[src/rtl/ter_pkg.sv]
// Shared trit encodings and inverter mode codes for the ternary inverter pipeline.
package ter_pkg;

  localparam logic [1:0] T0   = 2'b00;
  localparam logic [1:0] T1   = 2'b01;
  localparam logic [1:0] T2   = 2'b10;
  localparam logic [1:0] TILL = 2'b11;

  typedef enum logic [1:0] {
    STI = 2'b00,
    PTI = 2'b01,
    NTI = 2'b10,
    BYP = 2'b11
  } ter_mode_e;

endpackage

[src/rtl/ter_trit_xform.sv]
// Combinational single-trit inverter: standard, positive, negative or bypass.
module ter_trit_xform
  import ter_pkg::*;
(
  input  logic [1:0] trit,
  input  ter_mode_e  mode,
  output logic [1:0] result,
  output logic       illegal
);

  always_comb begin
    result  = T0;
    illegal = 1'b0;
    // Illegal code 11 collapses to 0 in every mode and is flagged.
    if (trit == TILL) begin
      illegal = 1'b1;
    end else begin
      case (mode)
        STI:     result = (trit == T0) ? T2 : ((trit == T2) ? T0 : T1);
        PTI:     result = (trit == T2) ? T0 : T2;
        NTI:     result = (trit == T0) ? T2 : T0;
        default: result = trit;
      endcase
    end
  end

endmodule

[src/rtl/ter_inv_pipe.sv]
// Ternary inverter pipeline: per-trit transform on accept, DEPTH-entry output FIFO,
// saturating error counter with sticky flag.
module ter_inv_pipe
  import ter_pkg::*;
#(
  parameter int NTRITS = 4,
  parameter int DEPTH  = 2,
  parameter int CNTW   = 8
) (
  input  logic                clk,
  input  logic                rst_n,
  input  logic [2*NTRITS-1:0] in_data,
  input  logic [1:0]          in_mode,
  input  logic                in_valid,
  output logic                in_ready,
  output logic [2*NTRITS-1:0] out_data,
  output logic                out_err,
  output logic                out_valid,
  input  logic                out_ready,
  input  logic                err_clr,
  output logic                err_sticky,
  output logic [CNTW-1:0]     err_cnt
);

  localparam int W  = 2 * NTRITS;
  localparam int AW = (DEPTH > 1) ? $clog2(DEPTH) : 1;
  localparam logic [AW:0]     FULL_CNT = (AW + 1)'(DEPTH);
  localparam logic [CNTW-1:0] CNT_MAX  = '1;

  logic [W-1:0]      xf_data;
  logic [NTRITS-1:0] xf_ill;

  for (genvar i = 0; i < NTRITS; i++) begin : g_trit
    ter_trit_xform u_xf (
      .trit    (in_data[2*i +: 2]),
      .mode    (ter_mode_e'(in_mode)),
      .result  (xf_data[2*i +: 2]),
      .illegal (xf_ill[i])
    );
  end

  // Handshake: a word moves on any edge where valid and ready are both high;
  // the producer holds data stable until then, and ready never depends on valid.
  logic [W:0]    mem [DEPTH];
  logic [AW-1:0] wr_ptr, rd_ptr;
  logic [AW:0]   count, count_nxt;
  logic          rdy_q;
  logic          push, pop, err_word;
  logic [W:0]    head;

  assign push     = in_valid & rdy_q;
  assign pop      = out_valid & out_ready;
  assign err_word = push & (|xf_ill);
  assign head     = mem[rd_ptr];

  assign in_ready  = rdy_q;
  assign out_valid = (count != '0);
  assign out_data  = out_valid ? head[W-1:0] : '0;
  assign out_err   = out_valid & head[W];

  always_comb begin
    count_nxt = count;
    if (push && !pop)      count_nxt = count + 1'b1;
    else if (!push && pop) count_nxt = count - 1'b1;
  end

  always_ff @(posedge clk) begin
    if (push) mem[wr_ptr] <= {|xf_ill, xf_data};
  end

  // Ready is registered from next occupancy, so out_ready never reaches in_ready
  // combinationally and a pop from full frees a slot only on the following cycle.
  always_ff @(posedge clk or negedge rst_n) begin
    if (!rst_n) begin
      wr_ptr <= '0;
      rd_ptr <= '0;
      count  <= '0;
      rdy_q  <= 1'b0;
    end else begin
      if (push) wr_ptr <= wr_ptr + 1'b1;
      if (pop)  rd_ptr <= rd_ptr + 1'b1;
      count <= count_nxt;
      rdy_q <= (count_nxt != FULL_CNT);
    end
  end

  always_ff @(posedge clk or negedge rst_n) begin
    if (!rst_n) begin
      err_cnt    <= '0;
      err_sticky <= 1'b0;
    end else if (err_clr) begin
      err_cnt    <= err_word ? CNTW'(1) : '0;
      err_sticky <= err_word;
    end else if (err_word) begin
      if (err_cnt != CNT_MAX) err_cnt <= err_cnt + 1'b1;
      err_sticky <= 1'b1;
    end
  end

endmodule

[config.mk]
export PLATFORM = sky130hd
export DESIGN_NAME = ter_inv_pipe
export DESIGN_NICKNAME = d
export VERILOG_FILES = /design/src/rtl/ter_pkg.sv /design/src/rtl/ter_trit_xform.sv /design/src/rtl/ter_inv_pipe.sv
export SDC_FILE = /design/constraint.sdc
export NUM_CORES = 1
export LEC_CHECK = 0
export CORE_ASPECT_RATIO = 0.6
export CORE_UTILIZATION = 44
export DETAILED_ROUTE_END_ITERATION = 7
export PLACE_DENSITY = 0.8
export SYNTH_ARGS = -nofsm -noshare
export SYNTH_HDL_FRONTEND = slang
export SYNTH_SLANG_ARGS = --single-unit
export TNS_END_PERCENT = 5
[constraint.sdc]
create_clock -name clk -period 1.58 [get_ports clk]
set_clock_uncertainty 0.05 [all_clocks]
set_input_delay 0.158 -clock clk [delete_from_list [all_inputs] [get_ports clk]]
set_output_delay 0.158 -clock clk [all_outputs]
set_load 0.02 [all_outputs]
Fig. 1: run 1, congestion heat map
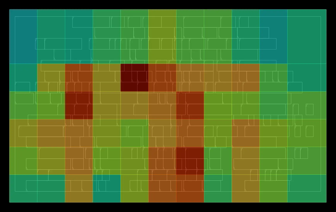
Final Core Density: 69.6%
met3 GRT Util: 5.33%
busiest grt layer: met2
GRT met2 Usage: 35.8%

Fig. 2: run 1, sequential cells coloured by netlist name
Bar = 20 microns. Other sequential cells in the stronger grey, the rest of the logic in the fainter grey.
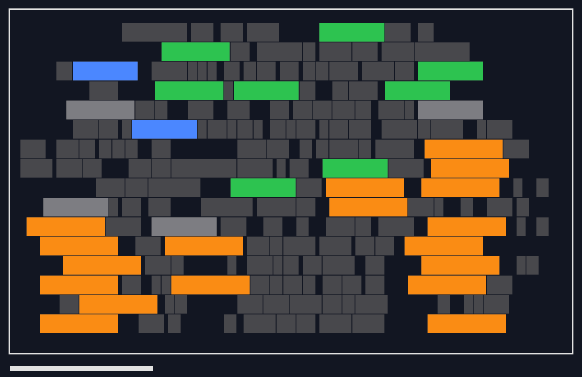
[err_cnt] green | sequential cells: 8
[count] blue | sequential cells: 2
[mem] orange | sequential cells: 18

==> out/results.ini, run 1 <==
[run_status]
outcome = finished with violations
failed_checks = negative setup slack

[clock_tree]
clock_latency_ps = 280

[sta]
hold_viol_final = 0
tightest_slew_ps = 415
setup_ws_ps = -32.8
setup_viol = 2

[synthesis]
synth.most_common_cell = edfxtp_1
top_area_share_pct = 34.8
topCombFamilyByArea = simple AND/OR/NAND/NOR gates
common_cells = edfxtp_1 (18), dfrtp_1 (14), nor2_1 (14), mux2i_1 (10), o21ai_0 (9)
async_reset_ff_share_pct = 43.8
synthTopCellsByArea = edfxtp_1 (35%), dfrtp_1 (23%), mux2i_1 (6.5%)
syn_area_sq_mm = 0.00155

[finish]
comb_cells = 92
layout.nonclk_buf_share_pct = 22.9
top_area_cell_class = registers
regArea_sq_um = 895
fin_cells = 240
regMostFlops = mem

[placement]
place_area_sq_mm = 0.00214
post-place-ws_ps = -301

[global_routing]
met1_usage_pct = 24.5

[floorplan]
placementRows = 16
die_y_microns = 48.0
die_area_sq_mm = 0.00378

[pwr]
peakVddDrop_uv = 859
pg_comb_mw = 1.53
p_sw_mw = 1.20
leakage_nw = 1.06
swShare_pct = 35.5

[critical_path]
endpoint_kind = register
arrival_ps = 1730

[drt]
ant_nets = 0

Fig. 3: run 1, signal wires by layer
Only two layers are drawn.
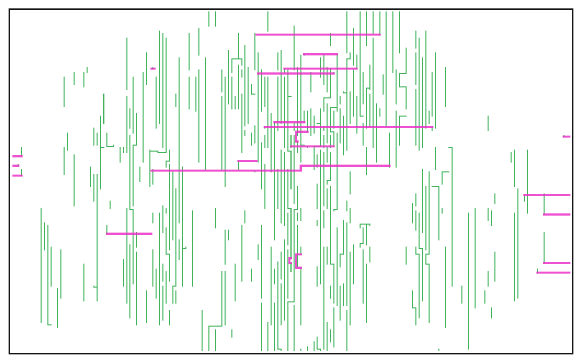
[M3] magenta | wire length: 148 microns
[M2] green | wire length: 1790 microns

==> run 1: how the worst max path moves through the flow <==
| stage | cells after the start | slack [ps] | start | to |
|---|---|---|---|---|
| 3_5_place_dp | 5 | -300 | in_valid | err_cnt[5] |
| 5_1_grt | 5 | -60 | in_ready | err_cnt[7] |
| 6_report | 6 | -30 | in_data[3] | err_cnt[7] |
| 3_3_place_gp | 5 | -250 | in_data[6] | err_cnt[5] |
| 4_1_cts | 5 | -40 | count[0] | out_valid |
| 2_1_floorplan | 5 | 2 | err_cnt[0] | err_cnt[7] |
==> run 1: cell families after synthesis <==
group	Yosys count
buffers and inverters	9
AND/OR/NAND/NOR	44
AND-OR/OR-AND	26
adder cells (fa/ha/maj)	3
flip-flops	32
multiplexers	14
XOR/XNOR	5
Fig. 4: run 1, M1 wires
Bar = 20 microns. Supply wires on this layer in grey. Cells faint in the background.
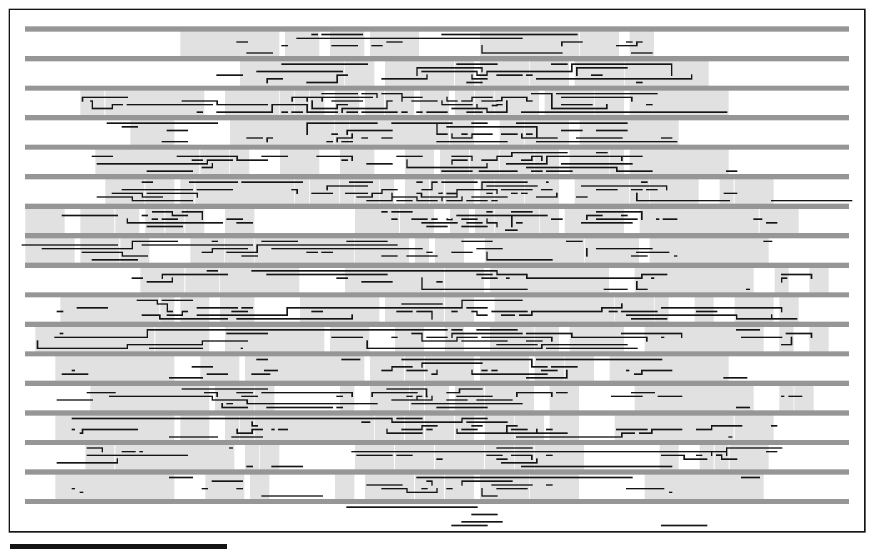

## Run 2: what changed since run 1
PLACE_DENSITY = 0.84   (was 0.8)
Fig. 5: run 2, M1 wires
Bar = 20 microns. Supply wires on this layer in grey. Cells faint in the background.
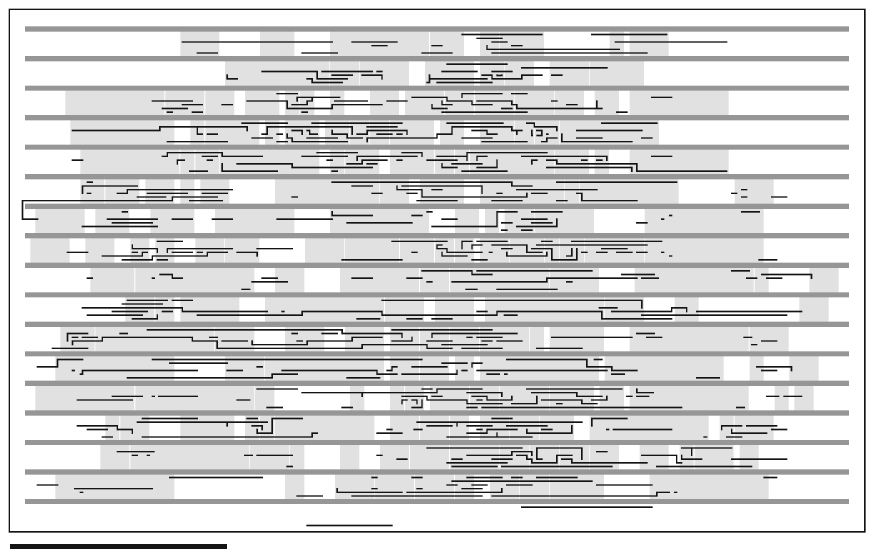
nets with wire on the layer: 194
main direction: horizontal
wire length on this layer: 1710 microns
longest straight run: 24.8 microns

Fig. 6: run 2, sequential cells coloured by netlist name
Bar = 20 microns. Other sequential cells in the stronger grey, the rest of the logic in the fainter grey.
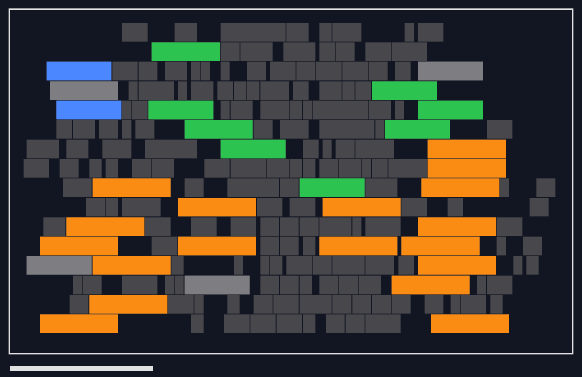
[count] blue | sequential cells: 2
[mem] orange | sequential cells: 18
[err_cnt] green | sequential cells: 8

==> run 2 against run 1 <==
  * Clock power about the same
  * Critical path depth down 1
  * Critical path type is now register to register
  * Via count up 1.8%
  * The flow still finishes with violations (negative setup slack)
  * Largest cell class unchanged
==> out/results.ini, run 2 <==
[run_status]
outcome = finished with violations
failed_checks = negative setup slack

[critical_path]
startpoint = in_ready
endpoint = err_cnt[7]
arrival_ps = 1790  ; +60 ps
endpoint_kind = register

[global_routing]
gr-usage-met3_pct = 6.29  ; +0.95 points
grt.busiest_layer = met2
met1_usage_pct = 26.0  ; +1.5 points
met2_usage_pct = 41.0  ; +5.2 points

[sta]
setup_ws_ps = -85.6  ; -52.9 ps
tightest_slew_ps = 432  ; +17.3 ps
hold_viol_final = 0  ; unchanged
setup_viol = 5  ; +3

[synthesis]
syn_area_sq_mm = 0.00155  ; unchanged
top_area_share_pct = 34.8  ; unchanged
async_reset_ff_share_pct = 43.8  ; unchanged
topCombFamilyByArea = simple AND/OR/NAND/NOR gates
synthTopCellsByArea = edfxtp_1 (35%), dfrtp_1 (23%), mux2i_1 (6.5%)
synth.most_common_cell = edfxtp_1

[floorplan]
placementRows = 16  ; unchanged
die_y_microns = 48.0  ; unchanged

[placement]
place_area_sq_mm = 0.00214  ; unchanged
post-place-ws_ps = -326  ; -25.5 ps

[finish]
regArea_sq_um = 895  ; unchanged
regMostFlops = mem
fin_cells = 240  ; unchanged

[drt]
ant_nets = 0  ; unchanged

[pwr]
leakage_nw = 0.994  ; -6.6%
peakVddDrop_uv = 1080  ; +26%

[clock_tree]
clock_latency_ps = 290  ; about the same

## run 2: critical path: stages (launching register included)
cell and delay [ps]:
dfrtp_2 430, nand2_4 70, a21o_1 220, buf_4 170
nor4_4 280, mux2_4 330
## run 2: power breakdown
part	total, mW	internal [mW]	switching (mW)
Clock	0.640	0.355	0.285
Combinational	1.56	0.736	0.825
Sequential	1.20	1.10	0.0936
## run 2: timing repair
| item | CTS | global route |
|---|---|---|
| gates resized | 42 | 27 |
| buffers inserted | 0 | 2 |
| hold buffers | 0 | 0 |
| pin swaps | 0 | 7 |
| endpoints found under the setup margin | 15 | 13 |
## run 2: area by class of cell
cell class | count | share of cell area, %
flip-flops and latches | 32 | 39.1
multi-input cells | 92 | 30.8
repair buffers | 58 | 23.0
clock buffers | 8 | 3.93
well taps | 45 | 2.46
inverters | 5 | 0.820
Fig. 7: run 2, signal wires by layer
Only two layers are drawn.
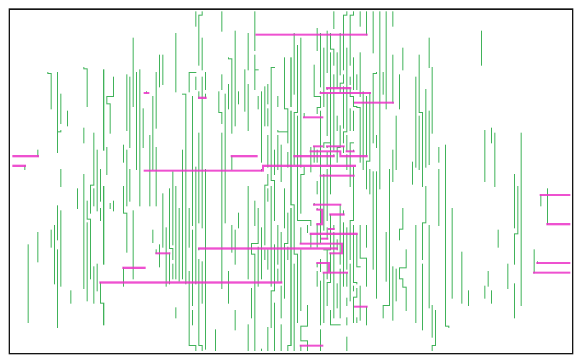

## Run 3: what changed since run 2
CORE_UTILIZATION = 49   (was 44)
PLACE_DENSITY = 0.88   (was 0.84)
clock period = 1.7 ns   (was 1.58 ns; I/O delays follow)
Fig. 8: run 3, signal wires by layer
Only two layers are drawn.
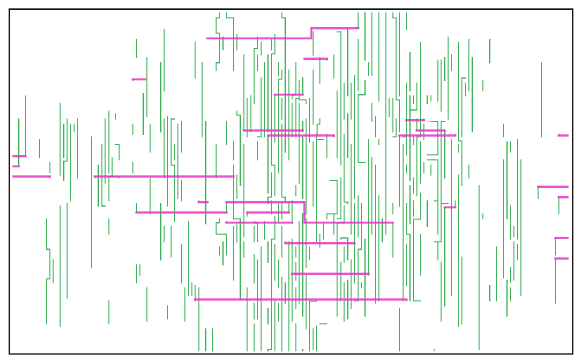
[M3] magenta | wire length: 195 microns
[M2] green | wire length: 1810 microns

Fig. 9: run 3, M1 wires
Bar = 20 microns. Supply wires on this layer in grey. Cells faint in the background.
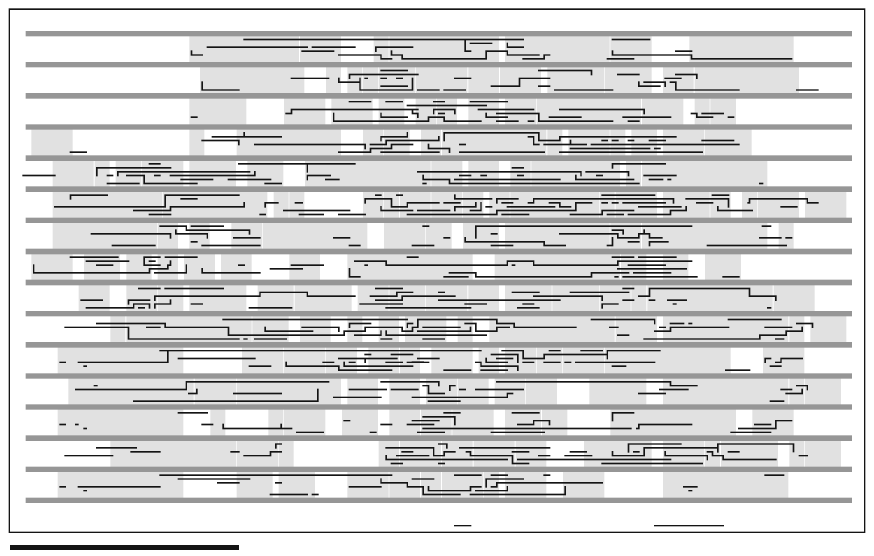
longest straight run: 28.1 microns
share of all routed wire: 45%
wire length on this layer: 1680 microns

==> run 3 against run 2 <==
  * The flow now finishes without violations
  * Sequential power shrank 7%
  * Via count fell by 3.4%
  * Critical path depth up 1
  * Critical path type is now input pin to register
  * Utilization grew 5.6 points
  * Setup slack gained 120 ps
  * Synthesized cell count stayed put
  * Final area decreased by 3.6%
  * Highest routed layer unchanged
  * Synthesized area stayed put
  * Cell count down 2.9%
  * Total power shrank 11%
==> out/results.ini, run 3 <==
[sta]
holdWs_ps = 148
hold_viol_final = 0  ; unchanged
setup_viol = 0  ; -5
tightest_slew_ps = 465  ; +33.3 ps
fmax_mhz = 601
setup_ws_ps = 35.8  ; +121 ps

[floorplan]
die_y_microns = 45.6  ; -5.0%
placementRows = 15  ; -1
die_area_sq_mm = 0.00340

[global_routing]
met1_usage_pct = 30.9  ; +4.9 points
gr-usage-met3_pct = 8.19  ; +1.9 points
met2_usage_pct = 40.4  ; -0.68 points
grt.busiest_layer = met2

[critical_path]
worst-path-buf-inv = 2  ; +1
crit_cells = 6  ; +1
endpoint_kind = register
slowest_stage = clkdlybuf4s50_1
criticalPathCategory = input pin to register
arrival_ps = 1770  ; -20 ps
max_stage_delay_ps = 520  ; +90 ps
startpoint = in_data[6]
crit_family = AND-OR/OR-AND gates

[min_path]
worstHoldPathType = input pin to async pin

[placement]
hpwl_microns = 2720
place_area_sq_mm = 0.00207  ; -3.3%

[synthesis]
ys.flops = 32
synth.most_common_cell = edfxtp_1
syn_area_sq_mm = 0.00155  ; unchanged
async_reset_ff_share_pct = 43.8  ; unchanged
top_area_share_pct = 34.8  ; unchanged
synthTopCellsByArea = edfxtp_1 (35%), dfrtp_1 (23%), mux2i_1 (6.5%)
synth.area.mux_share_pct = 9.35
yosys_cells = 133
topCombFamilyByArea = simple AND/OR/NAND/NOR gates

[clock_tree]
ctsResizeCount = 12  ; -71%
cts.reportedPaths.clkPinSlew_ps = 60
holdBufCountCts = 0  ; unchanged
cts_setup_buffers = 0  ; unchanged
clock_latency_ps = 280  ; about the same

[pwr]
peakVddDrop_uv = 1140  ; +5.5%
leakage_nw = 0.867  ; -13%

[finish]
fin_cells = 233  ; -2.9%
reg_top3 = mem: 18 flops, err_cnt: 8 flops, count: 2 flops
regMostFlops = mem
lay_top_cells = clkdlybuf4s50_1 (24), buf_4 (19), edfxtp_1 (18)

[run_status]
outcome = finished clean

[drt]
m1WireLength_microns = 1680
firstDrtPassIters = 4

## run 3: how the worst max path moves through the flow
stage                     slack [ps]          to
after floorplan                  -30  err_cnt[7]
after global placement          -190  err_cnt[5]
after detailed placement        -250  err_cnt[7]
after CTS                         -8  err_cnt[5]
after global routing              -1  err_cnt[2]
final                             40  err_cnt[6]
## run 3: final cells by class
class                           instances  area, sq um  area share [%]
Clock buffer                            7         76.3            3.46
Clock inverter                          1         3.75           0.170
Inverter                                5         18.8           0.850
Multi-Input combinational cell         92          677            30.7
Sequential cell                        32          895            40.5
Tap cell                               42         52.6            2.38
Timing Repair Buffer                   54          485            22.0
## run 3: report_power, final
group	switching [mW]	total, mW	internal, mW
clock	0.257	0.542	0.284
combinational	0.727	1.38	0.651
sequential	0.0811	1.11	1.02

## Gallery

Wires at chosen ports, followed through buffers.
Bar = 20 microns.
(a)
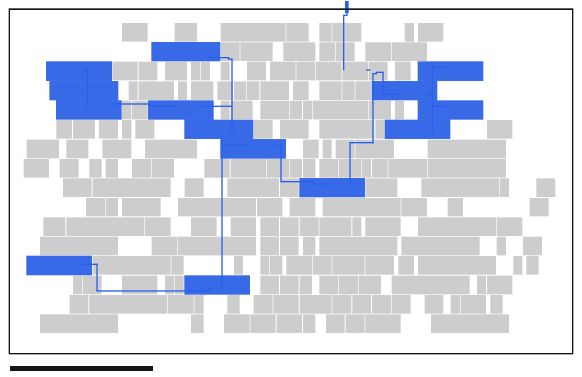
(b)
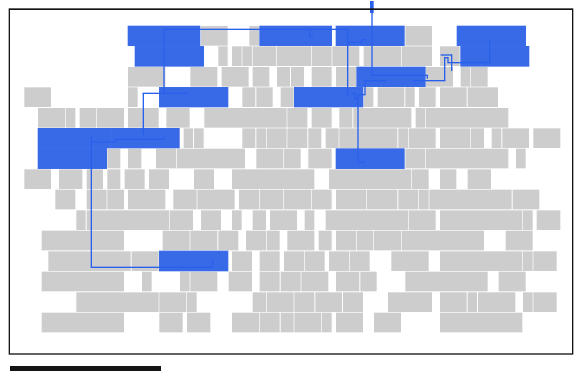
- (a) = run 2
- (b) = run 3

Key to (b):
[rst_n] blue | bits: 1 | direction: input | edge: north | end cells: 14 | wire: 156 microns

Power and IR drop assume default switching activity.
